==> config.mk <==
export PLATFORM = sky130hd
export DESIGN_NAME = pipe_stage_buffer
export DESIGN_NICKNAME = d
export VERILOG_FILES = /design/src/rtl/pipe_stage_buffer_pkg.sv /design/src/rtl/sat_counter.sv /design/src/rtl/pipe_stage_buffer.sv
export SDC_FILE = /design/constraint.sdc
export NUM_CORES = 1
export LEC_CHECK = 0
export ABC_CLOCK_PERIOD_IN_PS = 5300
export CAP_MARGIN = 5
export CELL_PAD_IN_SITES_DETAIL_PLACEMENT = 0
export CELL_PAD_IN_SITES_GLOBAL_PLACEMENT = 1
export CORE_UTILIZATION = 42
export DETAILED_ROUTE_END_ITERATION = 10
export HOLD_SLACK_MARGIN = 0.05
export MAX_ROUTING_LAYER = met4
export PLACE_DENSITY = 0.83
export SLEW_MARGIN = 20
export SYNTH_ARGS = -nofsm -noshare
export SYNTH_HDL_FRONTEND = slang
export SYNTH_SLANG_ARGS = --single-unit
export TNS_END_PERCENT = 1
==> constraint.sdc <==
create_clock -name clk -period 5.3 [get_ports clk]
set_input_delay 0.53 -clock clk [delete_from_list [all_inputs] [get_ports clk]]
set_output_delay 0.53 -clock clk [all_outputs]
set_load 0.01 [all_outputs]
**Run 1: signal wires by layer**

Scale bar: 20 microns.
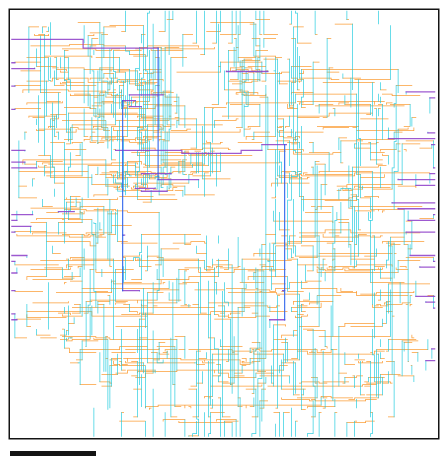
Key: orange = metal 1 [wire length 4,050 microns]; cyan = metal 2 [wire length 4,110 microns]; blue = metal 4 [wire length 116 microns]; purple = metal 3 [wire length 262 microns]
WL per Instance: 14.7 microns
WL final: 8530 microns

**Run 1: I/O pins on the die edge**

Pins as bars across the die edge, other pins in grey.
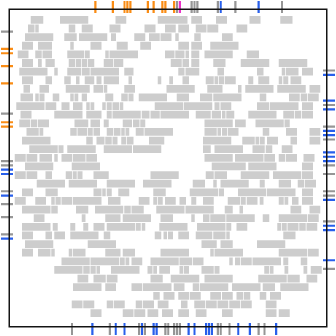
Key: blue = out_data [pins 32, direction output, edge 14 south, 12 east, 4 west, 2 north]; orange = stall_cnt [pins 16, direction output, edge 10 north, 6 west]; magenta = out_ready [pins 1, direction input, edge north]
I/O Buffers: 87
Die H: 99.7 microns
die width: 99.7 microns

**Run 1: register map, names as in the netlist**

Other sequential cells in the stronger grey, the rest of the logic in the fainter grey.
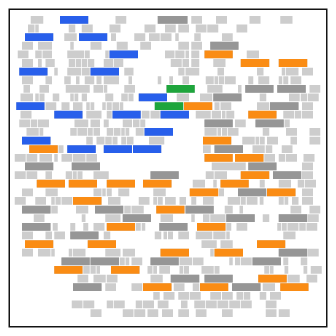
Key: blue = u_stall_cnt.count [placed flops 16]; orange = skid_q [placed flops 32]; green = state [placed flops 2]
Core Util, Final: 0.563
Seq power: 819 uW
flop share of the area: 0.399
FF+latch area: 2080 sq um

==> run notes, run 1 <==
yosys + openroad results -> Final min period 2.91 ns, sequential share of power 0.502, grt ovf 0, area fraction in compound gates 0.0868, MaxCap Viol Count 0, top cells by area dfrtp_1 (51%), mux2_2 (9.6%), mux2i_1 (8.5%), ys flop type dfrtp_1, Max stage delay on crit path 0.59 ns, cell area after layout 5200 sq um, drt initial violations 77, Sink Count 83, synthesized cell area 4010 sq um, min-delay worst type input port to asynchronous set/reset pin, Non-Filler Instances 579, ant diodes 0, distinct lib cells 44, CP max stage cell nor2_2, total power 1.63 mW, dominant kind of combinational cell multiplexers, vias per cell 5.12, Slew Limit Fails 0, Setup violations, final 0, Mapped Nets 403, crit path kind flop to output port, Clock power frac 0.293, Critical Path AT 2.38 ns, critical-path cell list nor2_2 > buf_4 > nor2b_1 > clkdlybuf4s50_1, # hold bufs at CTS 0, Worst-Skew Late Latency 0.35 ns, area grow syn2layout 29.9%, Clk. pwr 477 uW, switching share of power 0.269, leak pwr 2.04 nW, placed insts 562, fill cell total of the finished layout 801, Post-synth EDFFs 0, CTS tree yes, Final Hold Fails 0, worst r2r path cells 3, Cells after Synth 364, crit path launch type flop, status finished, final reports clean, DP Area 4980 sq um, clock skew 0.0111 ns, post-detail-place hpwl 5710 microns, mux share 0.186, most frequent cells in the layout clkdlybuf4s50_1 (86), dfrtp_1 (82), nor2_1 (44), nor2b_1 (37), a21oi_1 (35), Final Net Count 484, I/O pin cnt 88, first-pass GRT wire length 14,200 microns, Post-Synth XOR/XNOR Area 0, Log Warnings 26, Mapped Avg Cell Area 11.0 sq um, CP endpoint kind output port, pre-CTS setup slack 2.25 ns, post-route ant nets 0, ys async rst share 1.00, top-count cell post-synth dfrtp_1, Logic pwr share 0.205, worst rel slew slack 0.389, GRT Total Usage 0.188, core box area 9240 sq um, Slew @ Worst Pin 0.915 ns, post-route DRC violation count 0, vias in the first global route 2,918, Critical Path RT 4.77 ns, number of iterations in the first detailed-routing pass 4, fmax 0.344 GHz, layout cells sized above 1 0.149, maximum clock insertion buffer count 2, Registers, synthesis 83, final worst slack 2.39 ns, row cnt 35, VDD IR max 0.132 mV, area leader, netlist dfrtp_1, Reg2Reg Setup Slack 3.11 ns, RSZ-0062 raised after global routing false, # H-tree levels 3, area share, top type 0.512, Floorplan Utilization 0.434, Root Buffer clkbuf_8, Synth Warn # 0, synth cell count leaders dfrtp_1 (82), nor2_1 (45), nor2b_1 (37), gpl congestion 0.739, pwr dens 313 nW/um^2, most numerous logic cell after layout clkdlybuf4s50_1, final period utilization 0.548, Yosys Instances 364, Synth Seq Share 0.519, via count 2,964, largest net degree at the start of global routing 84, post-CTS sizing 0, antenna violations before repair 0, postcts setup bufs 0, setup TNS 0 ns, Die Size 9930 sq um, Adders+Majority by Area 0.00312, Worst-path clk slew 0.09 ns, logic area 1820 sq um, Num CTS Buffers 9, maximum fanout along the worst path 18, Synth Area in Simple Gates 0.175, top power consumer group registers, P_sw 439 uW, Power Internal 1.19 mW, Hold WS 0.216 ns, YS chip area 4010 sq um, P_comb 334 uW
[run 1: layer usage]
| metal | vias to the layer above | track usage | part of all wire |
|---|---|---|---|
| li1 | 1459 | - | - |
| met1 | 1431 | 0.242 | 0.47 |
| met2 | 65 | 0.297 | 0.48 |
| met3 | 9 | 0.0337 | 0.031 |
| met4 | 0 | 0.0701 | 0.013 |
| met5 | - | - | 0 |
[run 1: area by class of cell]
cell class,instances,area share
tap,129,0.0310
clock buffer,10,0.0264
sequential,83,0.399
timing repair buffer,92,0.176
clock inverter,6,0.0137
inverter,5,0.00361
multi-input combinational,254,0.350
[run 1: critical path: cells and delay by family (launching register included)]
family / cells / cell delay [ns]
flip-flops: 1 / 0.47
AND/OR/NAND/NOR: 2 / 0.70
buffers and inverters: 2 / 0.86
==> run 2: changes to the inputs <==
--- a/config.mk
+++ b/config.mk
@@ -5,15 +5,15 @@
 export SDC_FILE = /design/constraint.sdc
 export NUM_CORES = 1
 export LEC_CHECK = 0
-export ABC_CLOCK_PERIOD_IN_PS = 5300
+export ABC_CLOCK_PERIOD_IN_PS = 2900
 export CAP_MARGIN = 5
 export CELL_PAD_IN_SITES_DETAIL_PLACEMENT = 0
 export CELL_PAD_IN_SITES_GLOBAL_PLACEMENT = 1
-export CORE_UTILIZATION = 42
+export CORE_UTILIZATION = 39
 export DETAILED_ROUTE_END_ITERATION = 10
 export HOLD_SLACK_MARGIN = 0.05
 export MAX_ROUTING_LAYER = met4
-export PLACE_DENSITY = 0.83
+export PLACE_DENSITY = 0.78
 export SLEW_MARGIN = 20
 export SYNTH_ARGS = -nofsm -noshare
 export SYNTH_HDL_FRONTEND = slang
==> constraint.sdc (replaced) <==
create_clock -name clk -period 2.9 [get_ports clk]
set_input_delay 0.29 -clock clk [delete_from_list [all_inputs] [get_ports clk]]
set_output_delay 0.29 -clock clk [all_outputs]
set_load 0.01 [all_outputs]
**Run 2: register map, names as in the netlist**

Other sequential cells in the stronger grey, the rest of the logic in the fainter grey.
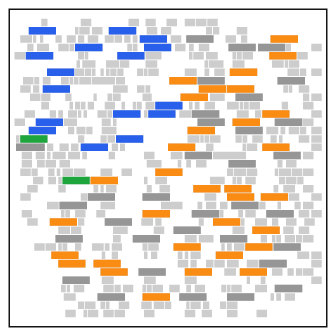
Key: orange = skid_q [placed flops 32]; blue = u_stall_cnt.count [placed flops 16]; green = state [placed flops 2]
Seq power: 1.50 mW
flop share of the area: 0.398
Core Util, Final: 0.529

**Run 2: signal wires by layer**

Scale bar: 20 microns.
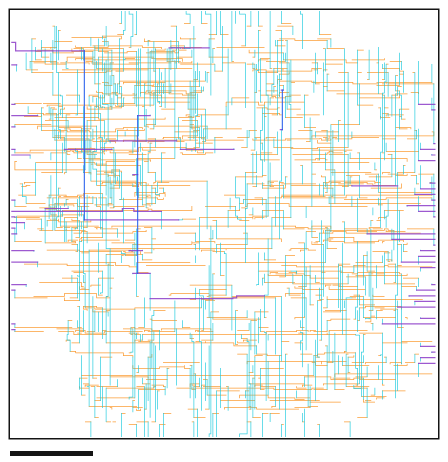
Key: cyan = metal 2 [wire length 4,020 microns]; orange = metal 1 [wire length 4,260 microns]; purple = metal 3 [wire length 356 microns]; blue = metal 4 [wire length 88.4 microns]
WL per Instance: 14.9 microns
GRT Total Usage: 0.178

==> run 2 against run 1 <==
  * Global-route usage shrank 0.95 points
  * Critical path depth is the same
  * Clock power grew 77%
  * Worst setup slack lost 1.8 ns
  * Non-clock buffer count grew 1
  * Core utilization shrank 3.4 points
  * Critical endpoint is now out_data[29]
==> run notes, run 2 <==
yosys + openroad results -> status finished, final reports clean, most frequent cells in the layout clkdlybuf4s50_1 (86), dfrtp_1 (82), nor2_1 (44), nor2b_1 (37), a21oi_1 (35), P_sw 800 uW (+82%), met2 usage 0.269 (-0.0281), Final Hold Fails 0 (unchanged), Root Buffer clkbuf_8, postcts setup bufs 0 (unchanged), clock skew 0.0145 ns (+0.00333 ns), GR peak layer met2, Critical Path AT 2.06 ns (-0.32 ns), Log Warnings 26 (unchanged), Logic pwr share 0.206 (about the same), Synth Seq Share 0.519 (unchanged), final worst slack 0.546 ns (-1.85 ns), post-route DRC violation count 0 (unchanged), Crit path max-delay family buffers and inverters, Critical Path RT 2.61 ns (-2.16 ns), Hold WS 0.503 ns (+0.287 ns), CP max stage cell dfrtp_1, Sink Count 83 (unchanged), I/O pin cnt 88 (unchanged), Slew Limit Fails 0 (unchanged), Worst-Skew Late Latency 0.35 ns (about the same), drt initial violations 75 (-2.6%), top-count cell post-synth dfrtp_1, area share, top type 0.512 (unchanged), distinct lib cells 44 (unchanged), M3 GR Usage 0.0296 (-0.00416), RSZ-0062 raised after global routing false, Mapped Avg Cell Area 11.0 sq um (unchanged), fill cell total of the finished layout 905 (+13%), I/O Buffers 87 (unchanged), Non-Filler Instances 584 (+0.86%), DR top layer met4, placed insts 567 (+0.89%), maximum clock insertion buffer count 2 (unchanged), crit path launch type flop, die width 103 microns (+3.7%), Registers, synthesis 83 (unchanged), MaxCap Viol Count 0 (unchanged), Reg2Reg Setup Slack 0.85 ns (-2.26 ns), critical-path cell list nor2_4 > buf_4 > nor2b_1 > clkdlybuf4s50_1, Final min period 2.35 ns, switching share of power 0.271 (+0.00191), Clock power frac 0.286 (-0.007), Yosys Instances 364 (unchanged), first-pass GRT wire length 14,000 microns (-0.98%), CTS tree yes, core box area 9860 sq um (+6.8%), row cnt 36 (+2.9%), post-CTS sizing 0 (unchanged), # H-tree levels 3 (unchanged), antenna violations before repair 0 (unchanged), Setup violations, final 0 (unchanged), synth cell count leaders dfrtp_1 (82), nor2_1 (45), nor2b_1 (37), largest net degree at the start of global routing 84 (unchanged), YS chip area 4010 sq um (unchanged), Bufs and invs on worst path 2 (unchanged), post-detail-place hpwl 5750 microns (+0.60%), leak pwr 2.04 nW (about the same), area grow syn2layout 30.3%, top cells by area dfrtp_1 (51%), mux2_2 (9.6%), mux2i_1 (8.5%), logic area 1830 sq um (+0.27%), via count 2,974 (+0.34%), Max stage delay on crit path 0.49 ns (-0.10 ns), number of iterations in the first detailed-routing pass 4 (unchanged), Worst-path clk slew 0.09 ns (about the same), FF+latch area 2080 sq um (unchanged), Mapped Nets 403 (unchanged), pre-CTS setup slack 0.467 ns (-1.79 ns), crit path kind flop to output port, vias per cell 5.09 (-0.52%), met1 wire length 4260 microns (+5.3%), Synth Warn # 0 (unchanged), grt met1 use 0.241 (-0.000522), Slew @ Worst Pin 0.775 ns (-0.140 ns), most numerous logic cell after layout clkdlybuf4s50_1, worst rel slew slack 0.483 (+0.0939), WL final 8730 microns (+2.3%), Cells after Synth 364 (unchanged), layout cells sized above 1 0.149 (-0.000330), Power Internal 2.15 mW (+81%), CP endpoint kind output port, ant diodes 0 (unchanged), ys flop type dfrtp_1, synthesized cell area 4010 sq um (unchanged), total power 2.95 mW (+81%), Num CTS Buffers 9 (unchanged), metal2 WL 4020 microns (-2.1%), worst r2r path cells 5 (+2), cell area after layout 5220 sq um (+0.29%), VDD IR max 0.223 mV (+69%), fmax 0.425 GHz, pwr dens 566 nW/um^2 (+81%), Die Size 10,700 sq um (+7.5%), DP Area 5010 sq um (+0.60%), sequential share of power 0.508 (+0.006), DR WL met3 355 microns (+36%), grt ovf 0 (unchanged), critical path depth in cells 4 (unchanged), Floorplan Utilization 0.406 (-0.0274), ys async rst share 1.00 (unchanged), area leader, netlist dfrtp_1, Final Net Count 485 (+0.21%), vias in the first global route 2,931 (+0.45%), final period utilization 0.812, Die H 103 microns (+3.7%), min-delay worst type input port to asynchronous set/reset pin, post-route ant nets 0 (unchanged), # hold bufs at CTS 0 (unchanged), gpl congestion 0.782 (+5.9%), maximum fanout along the worst path 14 (-4), setup TNS 0 ns (unchanged), Post-synth EDFFs 0 (unchanged)
-- run 2: logic make-up after synthesis --
kind of cell	count (synthesis)	synth area share
and+or+nand+nor	126	0.175
DFF	83	0.519
muxes	70	0.186
AOI/OAI and AO/OA	57	0.0868
buffers and inverters	27	0.0300
adders and majority gates	1	0.00312
-- run 2: layout make-up --
class,instances,share of cell area
inverters,5,0.00360
clock buffers,9,0.0237
flip-flops and latches,83,0.398
clock inverters,7,0.0144
multi-input cells,254,0.350
repair buffers,93,0.179
well taps,133,0.0319
-- run 2: power groups by stage --
stage	sequential [mW]	clock, mW	combinational, mW
floorplan	1.49	0	0.362
global route	1.53	0.918	0.675
global placement	1.51	0	0.601
CTS	1.50	0.873	0.619
detailed placement	1.52	0	0.619
finish	1.50	0.844	0.609
Power and IR drop assume default switching activity.
